==> config.mk <==
export PLATFORM = sky130hd
export DESIGN_NAME = iic_cmd_sequencer
export DESIGN_NICKNAME = d
export VERILOG_FILES = /design/src/rtl/iic_cmd_sequencer.sv
export SDC_FILE = /design/constraint.sdc
export NUM_CORES = 1
export LEC_CHECK = 0
export CORE_MARGIN = 1
export CORE_UTILIZATION = 45
export CTS_BUF_LIST = sky130_fd_sc_hd__clkbuf_16
export CTS_CLUSTER_SIZE = 28
export DETAILED_ROUTE_END_ITERATION = 8
export SKIP_CTS_REPAIR_TIMING = 1
export SYNTH_ARGS = -nofsm -noshare
export SYNTH_HDL_FRONTEND = slang
export SYNTH_SLANG_ARGS = --single-unit
export TNS_END_PERCENT = 5
==> constraint.sdc <==
create_clock -name i_clk -period 15.6 [get_ports i_clk]
set_clock_uncertainty 0.05 [all_clocks]
set_input_delay 2.34 -clock i_clk [delete_from_list [all_inputs] [get_ports i_clk]]
set_output_delay 2.34 -clock i_clk [all_outputs]
set_load 0.005 [all_outputs]
==> src/rtl/iic_cmd_sequencer.sv <==
// Host-side command sequencer in front of the I2C master engine: buffers write
// bytes, launches one transaction at a time and reports its outcome.
module iic_cmd_sequencer #(
    parameter int FIFO_DEPTH     = 16,
    parameter int TIMEOUT_CYCLES = 65535
) (
    input  logic       i_clk,
    input  logic       i_rst,
    input  logic       i_cmd_valid,
    output logic       o_cmd_ready,
    input  logic       i_cmd_rw,
    input  logic [6:0] i_cmd_address,
    input  logic [7:0] i_cmd_len,
    input  logic       i_wr_valid,
    output logic       o_wr_ready,
    input  logic [7:0] i_wr_byte,
    output logic       o_rd_valid,
    output logic [7:0] o_rd_byte,
    output logic       o_busy,
    output logic       o_txn_done,
    output logic [1:0] o_error,
    output logic       o_m_start,
    output logic       o_m_rw,
    output logic [6:0] o_m_address,
    output logic [7:0] o_m_amount_of_bytes,
    output logic [7:0] o_m_w_byte,
    output logic       o_m_abort,
    input  logic       i_m_busy,
    input  logic       i_m_byte_req,
    input  logic       i_m_r_valid,
    input  logic [7:0] i_m_r_byte,
    input  logic       i_m_nack,
    input  logic       i_m_done
);
    localparam int AW  = (FIFO_DEPTH > 1) ? $clog2(FIFO_DEPTH) : 1;
    localparam int CW  = AW + 1;
    localparam int WDW = (TIMEOUT_CYCLES > 1) ? $clog2(TIMEOUT_CYCLES + 1) : 1;
    localparam logic [CW-1:0]  FULL    = CW'(FIFO_DEPTH);
    localparam logic [WDW-1:0] WD_LAST = (TIMEOUT_CYCLES > 0) ? WDW'(TIMEOUT_CYCLES - 1) : '0;
    localparam bit             WD_EN   = (TIMEOUT_CYCLES > 0);

    typedef enum logic [2:0] {IDLE, LAUNCH, RUN, WAIT_STOP, DONE} state_t;

    state_t         state_q;
    logic [7:0]     mem_q [FIFO_DEPTH];
    logic [AW-1:0]  wr_ptr_q, rd_ptr_q;
    logic [CW-1:0]  count_q, count_d;
    logic [7:0]     remaining_q;
    logic [WDW-1:0] wd_q;
    logic           wr_ready_q, cmd_ready_q, busy_q, rd_valid_q, txn_done_q;
    logic           m_start_q, m_abort_q, m_rw_q;
    logic [7:0]     rd_byte_q, m_len_q;
    logic [6:0]     m_addr_q;
    logic [1:0]     error_q;
    logic           push, pop, flush, byte_evt, underrun, m_event, wd_hit;

    always_comb begin
        push     = i_wr_valid && wr_ready_q;
        byte_evt = (state_q == RUN) && (remaining_q != 8'd0) &&
                   (m_rw_q ? i_m_r_valid : i_m_byte_req);
        flush    = (state_q == RUN) && i_m_nack;
        underrun = byte_evt && !m_rw_q && (count_q == '0);
        pop      = byte_evt && !m_rw_q && (count_q != '0) && !flush;
        m_event  = i_m_byte_req || i_m_r_valid || i_m_nack || i_m_done;
        // wd_q counts earlier idle cycles, so a hit marks the last allowed one
        wd_hit   = WD_EN && !m_event && (wd_q == WD_LAST);
        count_d  = count_q;
        if (flush)
            count_d = '0;
        else if (push && !pop)
            count_d = count_q + CW'(1);
        else if (pop && !push)
            count_d = count_q - CW'(1);
    end

    always_ff @(posedge i_clk or posedge i_rst) begin
        if (i_rst) begin
            state_q     <= IDLE;
            for (int i = 0; i < FIFO_DEPTH; i++) mem_q[i] <= 8'd0;
            wr_ptr_q    <= '0;
            rd_ptr_q    <= '0;
            count_q     <= '0;
            remaining_q <= 8'd0;
            wd_q        <= '0;
            wr_ready_q  <= 1'b1;
            cmd_ready_q <= 1'b1;
            busy_q      <= 1'b0;
            rd_valid_q  <= 1'b0;
            txn_done_q  <= 1'b0;
            m_start_q   <= 1'b0;
            m_abort_q   <= 1'b0;
            m_rw_q      <= 1'b0;
            rd_byte_q   <= 8'd0;
            m_len_q     <= 8'd0;
            m_addr_q    <= 7'd0;
            error_q     <= 2'b00;
        end else begin
            rd_valid_q <= 1'b0;
            txn_done_q <= 1'b0;
            m_start_q  <= 1'b0;
            m_abort_q  <= 1'b0;
            count_q    <= count_d;
            wr_ready_q <= (count_d != FULL);
            wd_q       <= m_event ? '0 : wd_q + WDW'(1);

            // a flush discards everything, including a push in the same cycle
            if (push && !flush) begin
                mem_q[wr_ptr_q] <= i_wr_byte;
                wr_ptr_q        <= wr_ptr_q + AW'(1);
            end
            if (flush)
                rd_ptr_q <= wr_ptr_q;
            else if (pop)
                rd_ptr_q <= rd_ptr_q + AW'(1);

            if (byte_evt) remaining_q <= remaining_q - 8'd1;
            if (byte_evt && m_rw_q) begin
                rd_byte_q  <= i_m_r_byte;
                rd_valid_q <= 1'b1;
            end

            case (state_q)
                IDLE: begin
                    wd_q <= '0;
                    if (i_cmd_valid && cmd_ready_q && (i_cmd_rw || count_q != '0)) begin
                        m_rw_q      <= i_cmd_rw;
                        m_addr_q    <= i_cmd_address;
                        m_len_q     <= (i_cmd_len == 8'd0) ? 8'd1 : i_cmd_len;
                        remaining_q <= (i_cmd_len == 8'd0) ? 8'd1 : i_cmd_len;
                        error_q     <= 2'b00;
                        cmd_ready_q <= 1'b0;
                        busy_q      <= 1'b1;
                        state_q     <= LAUNCH;
                    end
                end
                LAUNCH: begin
                    wd_q <= '0;
                    if (!i_m_busy) begin
                        m_start_q <= 1'b1;
                        state_q   <= RUN;
                    end
                end
                RUN: begin
                    if (i_m_nack) begin
                        error_q <= 2'b01;
                        wd_q    <= '0;
                        state_q <= i_m_done ? DONE : WAIT_STOP;
                    end else if (underrun) begin
                        error_q <= 2'b10;
                        wd_q    <= '0;
                        if (i_m_done) begin
                            state_q <= DONE;
                        end else begin
                            m_abort_q <= 1'b1;
                            state_q   <= WAIT_STOP;
                        end
                    end else if (i_m_done) begin
                        state_q <= DONE;
                    end else if (wd_hit) begin
                        error_q   <= 2'b11;
                        m_abort_q <= 1'b1;
                        wd_q      <= '0;
                        state_q   <= WAIT_STOP;
                    end
                end
                WAIT_STOP: begin
                    if (i_m_done || wd_hit) state_q <= DONE;
                end
                DONE: begin
                    txn_done_q  <= 1'b1;
                    cmd_ready_q <= 1'b1;
                    busy_q      <= 1'b0;
                    state_q     <= IDLE;
                end
                default: state_q <= IDLE;
            endcase
        end
    end

    assign o_cmd_ready         = cmd_ready_q;
    assign o_wr_ready          = wr_ready_q;
    assign o_rd_valid          = rd_valid_q;
    assign o_rd_byte           = rd_byte_q;
    assign o_busy              = busy_q;
    assign o_txn_done          = txn_done_q;
    assign o_error             = error_q;
    assign o_m_start           = m_start_q;
    assign o_m_rw              = m_rw_q;
    assign o_m_address         = m_addr_q;
    assign o_m_amount_of_bytes = m_len_q;
    assign o_m_w_byte          = mem_q[rd_ptr_q];
    assign o_m_abort           = m_abort_q;

endmodule

Figure 1. Ports around the boundary.
Drawn at 3 px/um. Pins as bars across the die edge, other pins in gray.
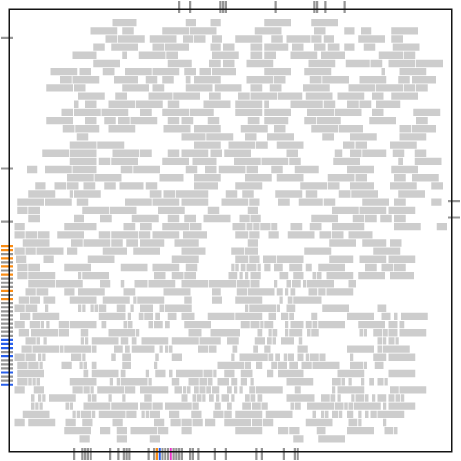
legend:
  magenta:
    port: `i_cmd_rw`
    pins: 1
    direction: input
    edge: bottom
  orange:
    port: `i_m_r_byte`
    pins: 8
    direction: input
    edge: 7 left, 1 bottom
  blue:
    port: `i_cmd_address`
    pins: 7
    direction: input
    edge: 6 left, 1 bottom
all pins by edge: 38 left, 32 bottom, 10 top, 2 right
input/output buffers: 81
die width: 147.0 um
die height: 147.0 um

Figure 2. Placement view.
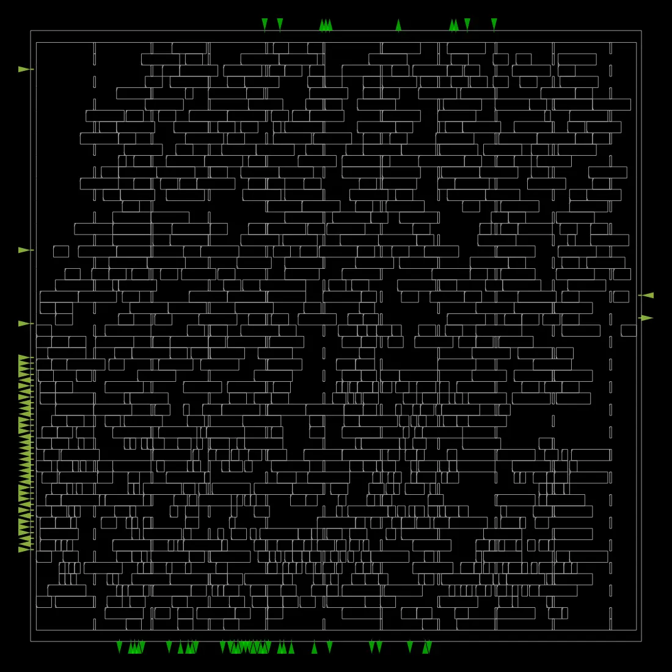
FFs & Latches: 201
cell row count: 52
Finished Layout Cells: 1061
Fillers: 1713
Util after Layout: 55.19%

Figure 3. Wires at chosen ports, followed through buffers.
Drawn at 2 px/um.
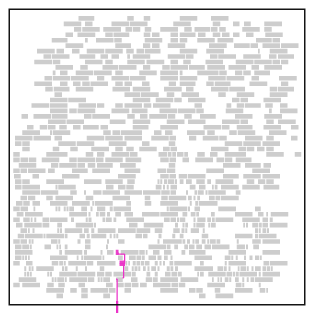
legend:
  magenta:
    port: `i_cmd_rw`
    direction: input
    edge: bottom
    end_cells: 2
    buffers: 1
    wire: 31.1 um

==> reports/results.txt <==
Run status = completed
Sequential fraction of design power = 44.9%
Post-route setup TNS = 0 ns
Tcrit/Tclk final = 34.67%
Final Critical Period = 5.409 ns
Worst Hold Class = flip-flop to flip-flop
Synth area leader = dfrtp_1
Post-route cell area = 11270 um2
CP dominant cell by count = mux4_2
Seq/Total Area, Yosys = 53.17%
H-tree levels = 1
CTS tree = yes
Maximum clock path buffer count = 3
GP Congestion = 0.8288
Worst path cell trace = buf_4 -> mux4_2 -> mux4_2 -> clkdlybuf4s50_1
Die ar. = 21610 um2
Vias = 5827
Critical Path Start Type = flip-flop
Synthesized cell area = 9464 um2
Starting DRC count in detailed routing = 293
# clock sinks = 201
IR drop worst, VDD = 0.00008556 V
Mean Syn Cell Area = 13.56 um2
Starting Density = 46.33%
Vias in the first global route = 6202
HP Start = o_m_amount_of_bytes[3]$_DFFE_PP0P_
Worst hold margin = 0.4262 ns
Logic area = 4229 um2
DP Area = 10510 um2
Cell variety after synth = 62
Max-cap violations = 0
RSZ-0062 raised after global routing = no
Max Slew Vio Count = 0
Synthesis Warnings = 0
Worst hold stages = 2
Share of cells above drive strength 1 = 31.86%
Global-route wire length before repair = 34090 um
Sequential cell area = 5034 um2
Num CTS Buffers = 23
Clock group share of total power = 30.5%
Crit path DRT = 13.21 ns
Global Route Usage Sum = 19.96%
Worst Hold End = o_m_amount_of_bytes[3]$_DFFE_PP0P_
Setup CP Type = flip-flop to primary output
Antenna cell count = 0
Antenna violations before repair = 0
R2r setup slk = 12.35 ns
Endpoints failing hold = 0
CP max stage cell = mux4_2
DRC errors left = 0
Root buf cell = clkbuf_16
Crit path max-delay family = multiplexers
Crit path largest cell delay = 0.62 ns
Final WL = 20450 um
Placement Setup Slack = 10.37 ns
OpenROAD warning count = 35
Fmax = 0.1849 GHz
Nets = 828
Via density = 5.492
Pleak = 4.867 nW
Largest net degree at the start of global routing = 148
Flops after synth = 201
R2r endpoint = mem_q[105]$_DFFE_PP0P_
Worst-Margin Slew = 1.049 ns
Logic pwr share = 24.6%
Initial DRT Pass Iterations = 5
Critical path startpoint = rd_ptr_q[0]$_DFFE_PP0P_
Placed cells = 1020
Register-to-Register Path Depth = 5
Reg2Reg Launch Point = state_q[0]$_DFFE_PP0P_
CP Depth = 4
Io pins = 82
Critical path endpoint category = primary output
Routed WL per cell = 19.27 um
Core area = 20430 um2
Main synth FF type = dfrtp_1
-- power by group through the flow --
stage | clock, mW | sequential (mW) | combinational [mW]
floorplan | 0 | 0.767 | 0.351
finish | 0.543 | 0.799 | 0.439
detailed placement | 0 | 0.807 | 0.444
global route | 0.580 | 0.824 | 0.477
global placement | 0 | 0.793 | 0.426
CTS | 0.560 | 0.799 | 0.445
-- state kept, by name, summed over array words and instances, names as in the netlist --
register	flops
count_q	5
mem_q	128
o_busy	1
o_cmd_ready	1
o_error	2
o_m_abort	1
o_m_address	7
o_m_amount_of_bytes	8
o_m_rw	1
o_m_start	1
o_rd_byte	8
o_rd_valid	1
o_txn_done	1
o_wr_ready	1
rd_ptr_q	4
remaining_q	8
state_q	3
wd_q	16
wr_ptr_q	4
-- layer usage --
metal / GRT usage, % / wire (um)
met1: 27.60 / 9346
met2: 33.36 / 9940
met3: 3.106 / 834
met4: 4.381 / 328
met5: 0 / 0
-- layout make-up --
class                      instances  share of cell area (%)
multi-input combinational        448                   37.51
timing repair buffer              85                   7.458
tap                              270                   2.996
inverter                          16                  0.5993
clock buffer                      23                   5.105
clock inverter                    18                   1.687
sequential                       201                   44.65
-- cell families (layout without fill, tap and decap cells) --
family	after synthesis	count (layout)	share of synthesized area, %
DFF	201	201	53.17
muxes	181	181	26.26
and+or+nand+nor	177	177	10.19
buffers and inverters	49	142	2.221
AOI/OAI and AO/OA	47	47	3.702
xor gates and xnor gates	31	31	2.869
adders and majority gates	12	12	1.586
-- placed cells by master, fill, tap and decap left out, drive strengths merged, types with 16 or more instances in the layout --
master / n
dfrtp: 199
mux2: 138
clkdlybuf4s50: 81
nand2: 67
mux4: 40
nor2: 34
clkbuf: 23
nand3: 23
inv: 19
xor2: 16
o21ai: 16
Power and IR drop assume default switching activity.
